`config.mk`:
```
export PLATFORM = sky130hd
export DESIGN_NAME = bus_drive_arbiter
export DESIGN_NICKNAME = d
export VERILOG_FILES = /design/src/rtl/bus_drive_arbiter.sv
export SDC_FILE = /design/constraint.sdc
export NUM_CORES = 1
export LEC_CHECK = 0
export CORE_MARGIN = 3
export CORE_UTILIZATION = 48
export DETAILED_ROUTE_END_ITERATION = 8
export GPL_TIMING_DRIVEN = 0
export PLACE_DENSITY_LB_ADDON = 0.1
export SYNTH_ARGS = -nofsm -noshare
export SYNTH_HDL_FRONTEND = slang
export SYNTH_SLANG_ARGS = --single-unit
```
`constraint.sdc`:
```
create_clock -name clk -period 2.49 [get_ports clk]
set_clock_uncertainty 0.2 [all_clocks]
set_input_delay 0.498 -clock clk [delete_from_list [all_inputs] [get_ports clk]]
set_output_delay 0.498 -clock clk [all_outputs]
set_load 0.1 [all_outputs]
```
`src/rtl/bus_drive_arbiter.sv`:
```
// Round-robin owner selection for a shared tri-state bus, with an idle turnaround between owners.
// Optional forced release after HOLD_MAX drive cycles when BUS_ARB_TIMEOUT_EN is defined.
module bus_drive_arbiter #(
  parameter int unsigned NREQ     = 4,
  parameter int unsigned HOLD_MAX = 16
) (
  input  logic                    clk,
  input  logic                    rst_n,
  input  logic [NREQ-1:0]         req,
  output logic [NREQ-1:0]         grant,
  output logic [NREQ-1:0]         buf_en,
  output logic [$clog2(NREQ)-1:0] owner,
  output logic                    busy,
  output logic                    timeout
);

  localparam int unsigned IW = $clog2(NREQ);

  if (NREQ < 2 || NREQ > 8 || HOLD_MAX < 1) begin : g_bad_cfg
    $error("bus_drive_arbiter: NREQ must be 2..8 and HOLD_MAX must be >= 1");
  end

  typedef enum logic [1:0] {
    S_IDLE,
    S_GRANT,
    S_DRIVE,
    S_RELEASE
  } state_e;

  state_e          state_q, state_d;
  logic [NREQ-1:0] grant_q, grant_d;
  logic [NREQ-1:0] buf_en_q, buf_en_d;
  logic [IW-1:0]   owner_q, owner_d;
  logic [IW-1:0]   ptr_q, ptr_d;
  logic            busy_q, busy_d;
  logic [IW-1:0]   pick;

`ifdef BUS_ARB_TIMEOUT_EN
  localparam int unsigned HW = (HOLD_MAX > 1) ? $clog2(HOLD_MAX) : 1;

  logic [HW-1:0]   hold_q, hold_d;
  logic            timeout_q, timeout_d;
`endif

  // First set request at or above start, wrapping modulo NREQ.
  function automatic logic [IW-1:0] rr_pick(input logic [NREQ-1:0] r,
                                            input logic [IW-1:0]   start);
    logic [IW-1:0] win;
    logic          found;
    int unsigned   idx;
    win   = start;
    found = 1'b0;
    for (int unsigned i = 0; i < NREQ; i++) begin
      idx = (32'(start) + i) % NREQ;
      if (!found && r[IW'(idx)]) begin
        win   = IW'(idx);
        found = 1'b1;
      end
    end
    return win;
  endfunction

  function automatic logic [IW-1:0] next_ptr(input logic [IW-1:0] o);
    return (o == IW'(NREQ - 1)) ? '0 : o + 1'b1;
  endfunction

  function automatic logic [NREQ-1:0] onehot(input logic [IW-1:0] idx);
    return NREQ'(1) << idx;
  endfunction

  always_ff @(posedge clk or negedge rst_n) begin
    if (!rst_n) begin
      state_q   <= S_IDLE;
      grant_q   <= '0;
      buf_en_q  <= '0;
      owner_q   <= '0;
      ptr_q     <= '0;
      busy_q    <= 1'b0;
`ifdef BUS_ARB_TIMEOUT_EN
      hold_q    <= '0;
      timeout_q <= 1'b0;
`endif
    end else begin
      state_q   <= state_d;
      grant_q   <= grant_d;
      buf_en_q  <= buf_en_d;
      owner_q   <= owner_d;
      ptr_q     <= ptr_d;
      busy_q    <= busy_d;
`ifdef BUS_ARB_TIMEOUT_EN
      hold_q    <= hold_d;
      timeout_q <= timeout_d;
`endif
    end
  end

  always_comb begin
    state_d   = state_q;
    grant_d   = grant_q;
    buf_en_d  = buf_en_q;
    owner_d   = owner_q;
    ptr_d     = ptr_q;
`ifdef BUS_ARB_TIMEOUT_EN
    hold_d    = hold_q;
    timeout_d = 1'b0;
`endif
    // In RELEASE, ptr_q already holds the advanced pointer.
    pick      = rr_pick(req, ptr_q);

    case (state_q)
      S_IDLE, S_RELEASE: begin
        grant_d  = '0;
        buf_en_d = '0;
        state_d  = S_IDLE;
        if (|req) begin
          owner_d = pick;
          grant_d = onehot(pick);
          state_d = S_GRANT;
        end
      end
      S_GRANT: begin
        if (req[owner_q]) begin
          state_d  = S_DRIVE;
          buf_en_d = grant_q;
`ifdef BUS_ARB_TIMEOUT_EN
          hold_d   = '0;
`endif
        end else begin
          state_d = S_RELEASE;
          grant_d = '0;
          ptr_d   = next_ptr(owner_q);
        end
      end
      S_DRIVE: begin
`ifdef BUS_ARB_TIMEOUT_EN
        hold_d = hold_q + 1'b1;
`endif
        if (!req[owner_q]) begin
          state_d  = S_RELEASE;
          grant_d  = '0;
          buf_en_d = '0;
          ptr_d    = next_ptr(owner_q);
        end
`ifdef BUS_ARB_TIMEOUT_EN
        else if (hold_q == HW'(HOLD_MAX - 1)) begin
          state_d   = S_RELEASE;
          grant_d   = '0;
          buf_en_d  = '0;
          ptr_d     = next_ptr(owner_q);
          timeout_d = 1'b1;
        end
`endif
      end
      default: begin
        state_d  = S_IDLE;
        grant_d  = '0;
        buf_en_d = '0;
      end
    endcase

    busy_d = |buf_en_d;
  end

  always_comb begin
    grant   = grant_q;
    buf_en  = buf_en_q;
    owner   = owner_q;
    busy    = busy_q;
`ifdef BUS_ARB_TIMEOUT_EN
    timeout = timeout_q;
`else
    timeout = 1'b0;
`endif
  end

  a_drive_exclusive: assert property (@(posedge clk) disable iff (!rst_n)
    $onehot0(buf_en_q) && ((buf_en_q & ~grant_q) == '0));

endmodule
```
Figure 1. Track usage over the die (run 1).
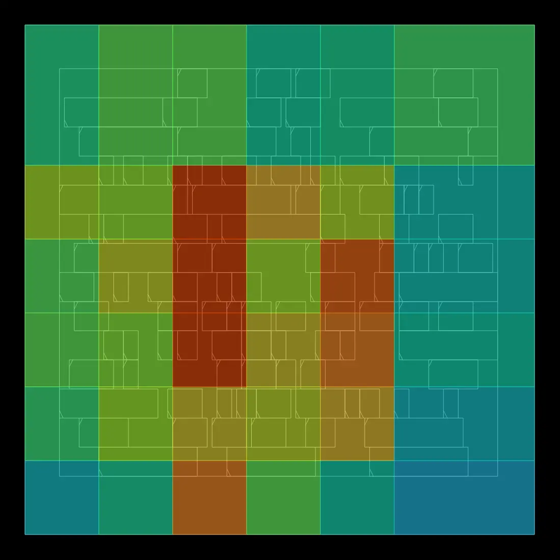
WL/cell: 15.2 um
met1 usage: 0.238
met3 Use GR: 0.0451
busiest metal layer after global routing: met2

Figure 2. Pin placement (run 1).
(10 px per um) Pins as bars across the die edge, other pins in gray.
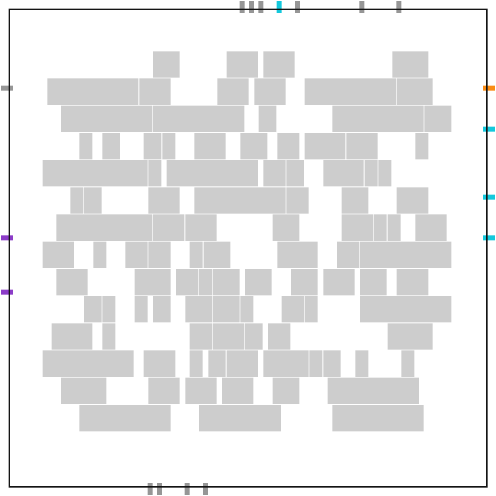
Key: purple = owner [pins 2, direction output, edge west]; orange = timeout [pins 1, direction output, edge east]; cyan = buf_en [pins 4, direction output, edge 3 east, 1 north]

==> results_dict.tcl, run 1 <==
# place-and-route summary
set metrics [dict create \
    diodes 0 \
    sh_comb_area 0.411 \
    clk_share 0.0268 \
    synth_cell_type_count 34 \
    flops 15 \
    htreeDepth 1 \
    non_clock_buffer_area_share 0.157 \
    async_flop_share 1.00 \
    clock_latency_ns 0.29 \
    cts_buffer_depth 2 \
    n_all_inverters 4 \
    ys_cells 83 \
    grt-ovfl-total 0 \
    edf_count 0 \
    criticalPathCategory "flip-flop to output port" \
    sh_seq_area 0.371 \
    cp_max_fo 1 \
    grt_pass1_vias 693 \
    drt_first_pass_iters 4 \
    fin_util 0.658 \
    die_w_um 47.6 \
    path_clk_slew_ns 0.09 \
    viasPerCell 5.94 \
    comb_cells 62 \
    grt_max_degree 16 \
    io-pin-count 18 \
    wirelength_um 1810 \
    pre_cts_ws_ns -0.401 \
    hold_viol 0 \
    rsz0062_at_grt "false" \
    rows 14 \
    met1_length_um 772 \
    met2WireLength_um 914 \
    num_vias 707 \
    numClockSinks 15 \
    cp-start-kind "flip-flop" \
    signal_buffers 18 \
    slowest_delay_ns 1.13 \
    comb_area_um2 422 \
    required_ns 1.79 \
    top_layer "met4" \
    flop_cell "dfrtp_1" \
    cts_root_buf "clkbuf_4" \
    drv_cap 0 \
    path_cells "clkdlybuf4s50_1" \
    arrival_ns 1.74 \
    cts_hold_buffers 0 \
    worstMarginPinSlew_ns 0.960 \
    finalClockPeriodUsage 0.981 \
    nFillCells 137 \
    endpoint_kind "output port" \
    crit_slowest_cell "clkdlybuf4s50_1" \
    syn_inst 83 \
    crit_family "buffers and inverters" \
    tritoncts "done" \
    die_h_um 47.6 \
    ant_nets 0 \
    place.gp.congestion 0.908 \
    nets 113 \
    dr_wl_met3_um 89 \
    setup_viol 0 \
    die-area_um2 2270 \
    port_buffers 16 \
    slew-limit-headroom 0.351 \
    yosys.stat.seqShare 0.452 \
    final_layout_size_suffix_gt1_frac 0.155 \
    period_minus_slack_ns 2.44 \
    syn_to_final_growth_pct 23.5 \
    antenna_found_initial 0 \
    maxSlewViolCount 0 \
    yosys_area_um2 831 \
    status "finished, final reports clean" \
    finalNonFillerCells 119 \
    ys_ff 15 \
    fin_hold_ws_ns 0.330 \
    initCoreUtil 0.533 \
]
Figure 3. M2 wires (run 1).
(10 px per um)
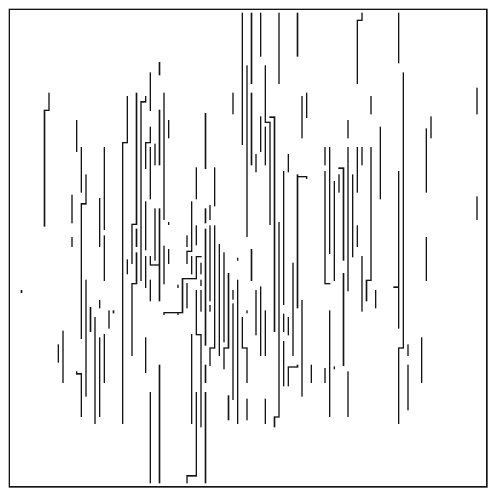
The longest straight run is 28.1 um. The layer carries 914 um of wire. The layer holds 50% of the routed length. The wires run mostly vertical.

## run 1: cell families after synthesis
kind of cell | share of synthesized area
simple gates | 0.197
compound gates | 0.206
flops | 0.452
buf+inv | 0.0407
mux | 0.0542
fa+ha+maj | 0.0452
other cells | 0.00451
## run 1: cells in the final DEF, fill, tap and decap left out, types with 3 or more instances in the layout
master,synthesis,layout
clkbuf_4,0,3
o21ai_0,6,6
dlygate4sd2_1,0,14
o22ai_1,3,3
dfrtp_1,15,13
ha_1,3,3
inv_1,4,4
a22o_1,3,3
nor2_1,6,6
nand2_1,10,10
## run 1: path summary, 6_finish.rpt
check / slack [ns] / startpoint / cells after the start / end
setup / recovery: 0.05 / busy / 1 / busy
hold / removal: 0.33 / grant[3] / 2 / grant[3]
hold reg to reg: 0.33 / grant[3] / 2 / grant[3]
setup reg to reg: 0.20 / owner[0] / 4 / busy
max in group asynchronous: 1.20 / rst_n / 1 / owner[0]
min in group asynchronous: 0.41 / rst_n / 1 / buf_en[3]
## run 1: state kept, by name, indices dropped and copies added, names as in the netlist
register  cells
state_q       2
owner         2
buf_en        4
grant         4
busy          1
ptr_q         2
## run 1: cells in the mapped netlist, types with 2 or more instances
library cell	instances	area, um2
a31oi_1	2	12.5
nand3_1	2	10.0
o31a_1	2	17.5
inv_1	4	15.0
nor2b_1	2	12.5
and3_1	2	12.5
dfrtp_1	15	375
o21ai_0	6	30.0
a22o_1	3	26.3
nand2_1	10	37.5
nor2_1	6	22.5
and3_2	2	15.0
o22ai_1	3	18.8
and2_2	2	15.0
ha_1	3	37.5
==> run 2, diff against run 1 <==
--- a/config.mk
+++ b/config.mk
@@ -5,7 +5,6 @@
 export SDC_FILE = /design/constraint.sdc
 export NUM_CORES = 1
 export LEC_CHECK = 0
-export CORE_MARGIN = 3
 export CORE_UTILIZATION = 48
 export DETAILED_ROUTE_END_ITERATION = 8
 export GPL_TIMING_DRIVEN = 0
Figure 4. The metal 3 layer (run 2).
(6 px per um)
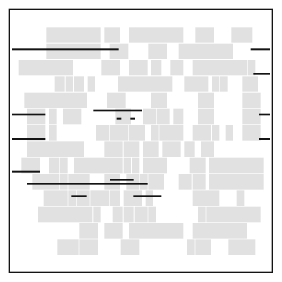
The longest straight run is 19.8 um. 13 nets have wire on it. The layer holds 4.4% of the routed length.

==> run 2 against run 1 <==
Against the previous run:
- hold slack hardly changed
- sequential cell count is the same
- register-to-register slack improved by 0.03 ns
- critical path depth stayed put
- via count decreased by 0.71%
- global-route usage is 1.9 points higher
- non-clock buffer count unchanged
- worst setup slack gained 0.011 ns
- maximum frequency is 0.46% higher
- sequential share of layout area is essentially flat
- largest cell class unchanged
==> results_dict.tcl, run 2 <==
# place-and-route summary
set metrics [dict create \
    status "finished, final reports clean" \
    pre_cts_ws_ns -0.389 \
    top_cells_by_count "15 x dfrtp_1, 10 x nand2_1, 6 x nor2_1, 6 x o21ai_0, 4 x inv_1" \
    nFillCells 151 \
    io-pin-count 18 \
    grt_pass1_wl_um 2970 \
    grtUsageTotal 0.216 \
    postSynthAreaPerCell_um2 10.0 \
    async_flop_share 1.00 \
    syn_inst 83 \
    rows 14 \
    slowest_delay_ns 1.12 \
    fin_ws_ns 0.0585 \
    ys_cells 83 \
    ys_ff 15 \
    placed_cell_area_um2 1020 \
    drt_first_pass_iters 4 \
    finalNonFillerCells 119 \
    arrival_ns 1.73 \
    final_layout_size_suffix_gt1_frac 0.146 \
    cts_buffer_depth 2 \
    slew-limit-headroom 0.314 \
    critPathBufInv 1 \
    num_vias 702 \
    antenna_found_initial 0 \
    numClockSinks 15 \
    lay_top_count "dlygate4sd2_1" \
    dr_wl_met3_um 79 \
    wirelength_um 1800 \
    tritoncts "done" \
    clock_latency_ns 0.29 \
    coreArea_um2 1560 \
    die_w_um 43.6 \
    drc 0 \
    floorplan.nets 92 \
    period_minus_slack_ns 2.43 \
    viasPerCell 5.90 \
    required_ns 1.79 \
    cp_max_fo 1 \
    flop_cell "dfrtp_1" \
    worstMarginPinSlew_ns 1.02 \
    hpwl_um 1370 \
    synth_top_area_share 0.452 \
    fin_hold_ws_ns 0.330 \
    cts_hold_buffers 0 \
    wl_per_cell_um 15.1 \
    die_h_um 43.6 \
    setup_viol 0 \
    dp.cells 115 \
    endpoint_kind "output port" \
    criticalPathCategory "flip-flop to output port" \
    finalClockPeriodUsage 0.976 \
    tool_warnings 27 \
    area_leaders "dfrtp_1 45%, ha_1 4.5%, nand2_1 4.5%" \
    cts_setup_buffers 0 \
    grt_max_degree 16 \
    setup-tns-final_ns 0 \
    edf_count 0 \
    rsz0062_at_grt "false" \
    synth.cell_area_um2 831 \
    port_buffers 16 \
    numCtsBuffers 3 \
    crit_family "buffers and inverters" \
    final_cell_area_um2 1020 \
    initCoreUtil 0.533 \
    yosys_area_um2 831 \
    yosys.stat.seqShare 0.452 \
    grt-ovfl-total 0 \
    grt_pass1_vias 663 \
    fin_util 0.657 \
    place.gp.congestion 0.902 \
    ys_warn_count 0 \
    crit_slowest_cell "clkdlybuf4s50_1" \
    synth.most_common_cell "dfrtp_1" \
    hold_class "flip-flop to flip-flop" \
    min_from "grant[3]" \
    nets 113 \
    hold_viol 0 \
    cp-start-kind "flip-flop" \
    syn_to_final_growth_pct 23.3 \
    cts_root_buf "clkbuf_4" \
    ant_nets 0 \
    drv_cap 0 \
    layout.cells.most_common_list "14 x dlygate4sd2_1, 13 x dfrtp_1, 10 x nand2_1" \
    path_clk_slew_ns 0.08 \
    path_cells "clkdlybuf4s50_1" \
    top_layer "met4" \
    met1_length_um 759 \
    synth_cell_type_count 34 \
    max_freq_mhz 411 \
    diodes 0 \
    die-area_um2 1900 \
    met2WireLength_um 932 \
    htreeDepth 1 \
    crit_start "busy" \
    maxSlewViolCount 0 \
    synth_top_cell_by_area "dfrtp_1" \
    reg2reg_from "owner[0]" \
    dr.first_iter.drc_count 6 \
]
Figure 5. M2 wires (run 2).
(12 px per um)
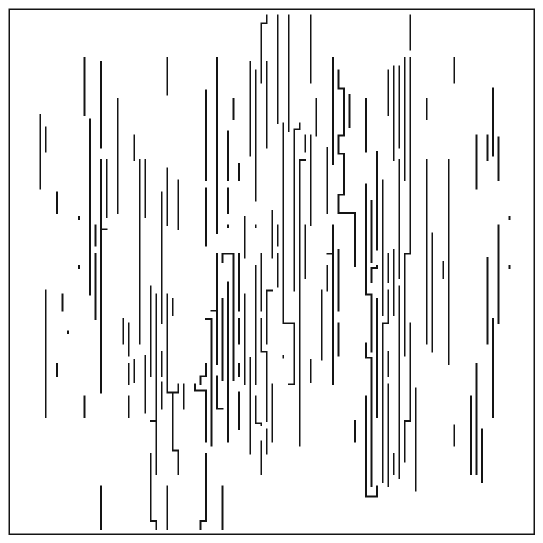
99 nets have wire on it. The layer holds 52% of the routed length. The wires run mostly vertical. The layer carries 933 um of wire.

[run 2: cell types whose count changed in the layout (fill, tap and decap cells not counted), sizes merged]
cell    previous run  this run
clkbuf             3         4
clkinv             1         0
[run 2: cells by family (layout without fill, tap and decap cells)]
| kind of cell | count (synthesis) | in the layout | share of synthesized area |
|---|---|---|---|
| adders and majority gates | 3 | 3 | 0.0452 |
| DFF | 15 | 15 | 0.452 |
| muxes | 3 | 3 | 0.0542 |
| buffers and inverters | 6 | 26 | 0.0407 |
| AOI/OAI and AO/OA | 24 | 24 | 0.206 |
| other | 1 | 1 | 0.00451 |
| and+or+nand+nor | 31 | 31 | 0.197 |
[run 2: cell type report]
type,instances,area [um2],area share
inverters,4,15.0,0.0147
flip-flops and latches,15,380,0.371
clock buffers,4,26.3,0.0256
well taps,16,20.0,0.0195
plain buffers,2,18.8,0.0183
repair buffers,16,143,0.139
multi-input cells,62,422,0.411
[run 2: routing by layer]
layer / global-route usage / vias to the layer above
met1: 0.262 / 335
met4: 0.0938 / 0
met5: 0 / -
met2: 0.364 / 19
li1: - / 344
met3: 0.0500 / 4
[run 2: path summary, 6_finish.rpt]
| kind | endpoint | slack [ns] | cells after the start |
|---|---|---|---|
| setup / recovery | busy | 0.06 | 1 |
| hold / removal | grant[3] | 0.33 | 2 |
| setup reg to reg | busy | 0.23 | 4 |
| hold reg to reg | grant[3] | 0.33 | 2 |
| max in group asynchronous | owner[0] | 1.16 | 1 |
| min in group asynchronous | ptr_q[1] | 0.42 | 1 |
[run 2: timing repair]
item	4_1_cts	5_1_grt
setup endpoints to repair	11	0
gates resized	14	0
endpoints found under the hold margin	0	0
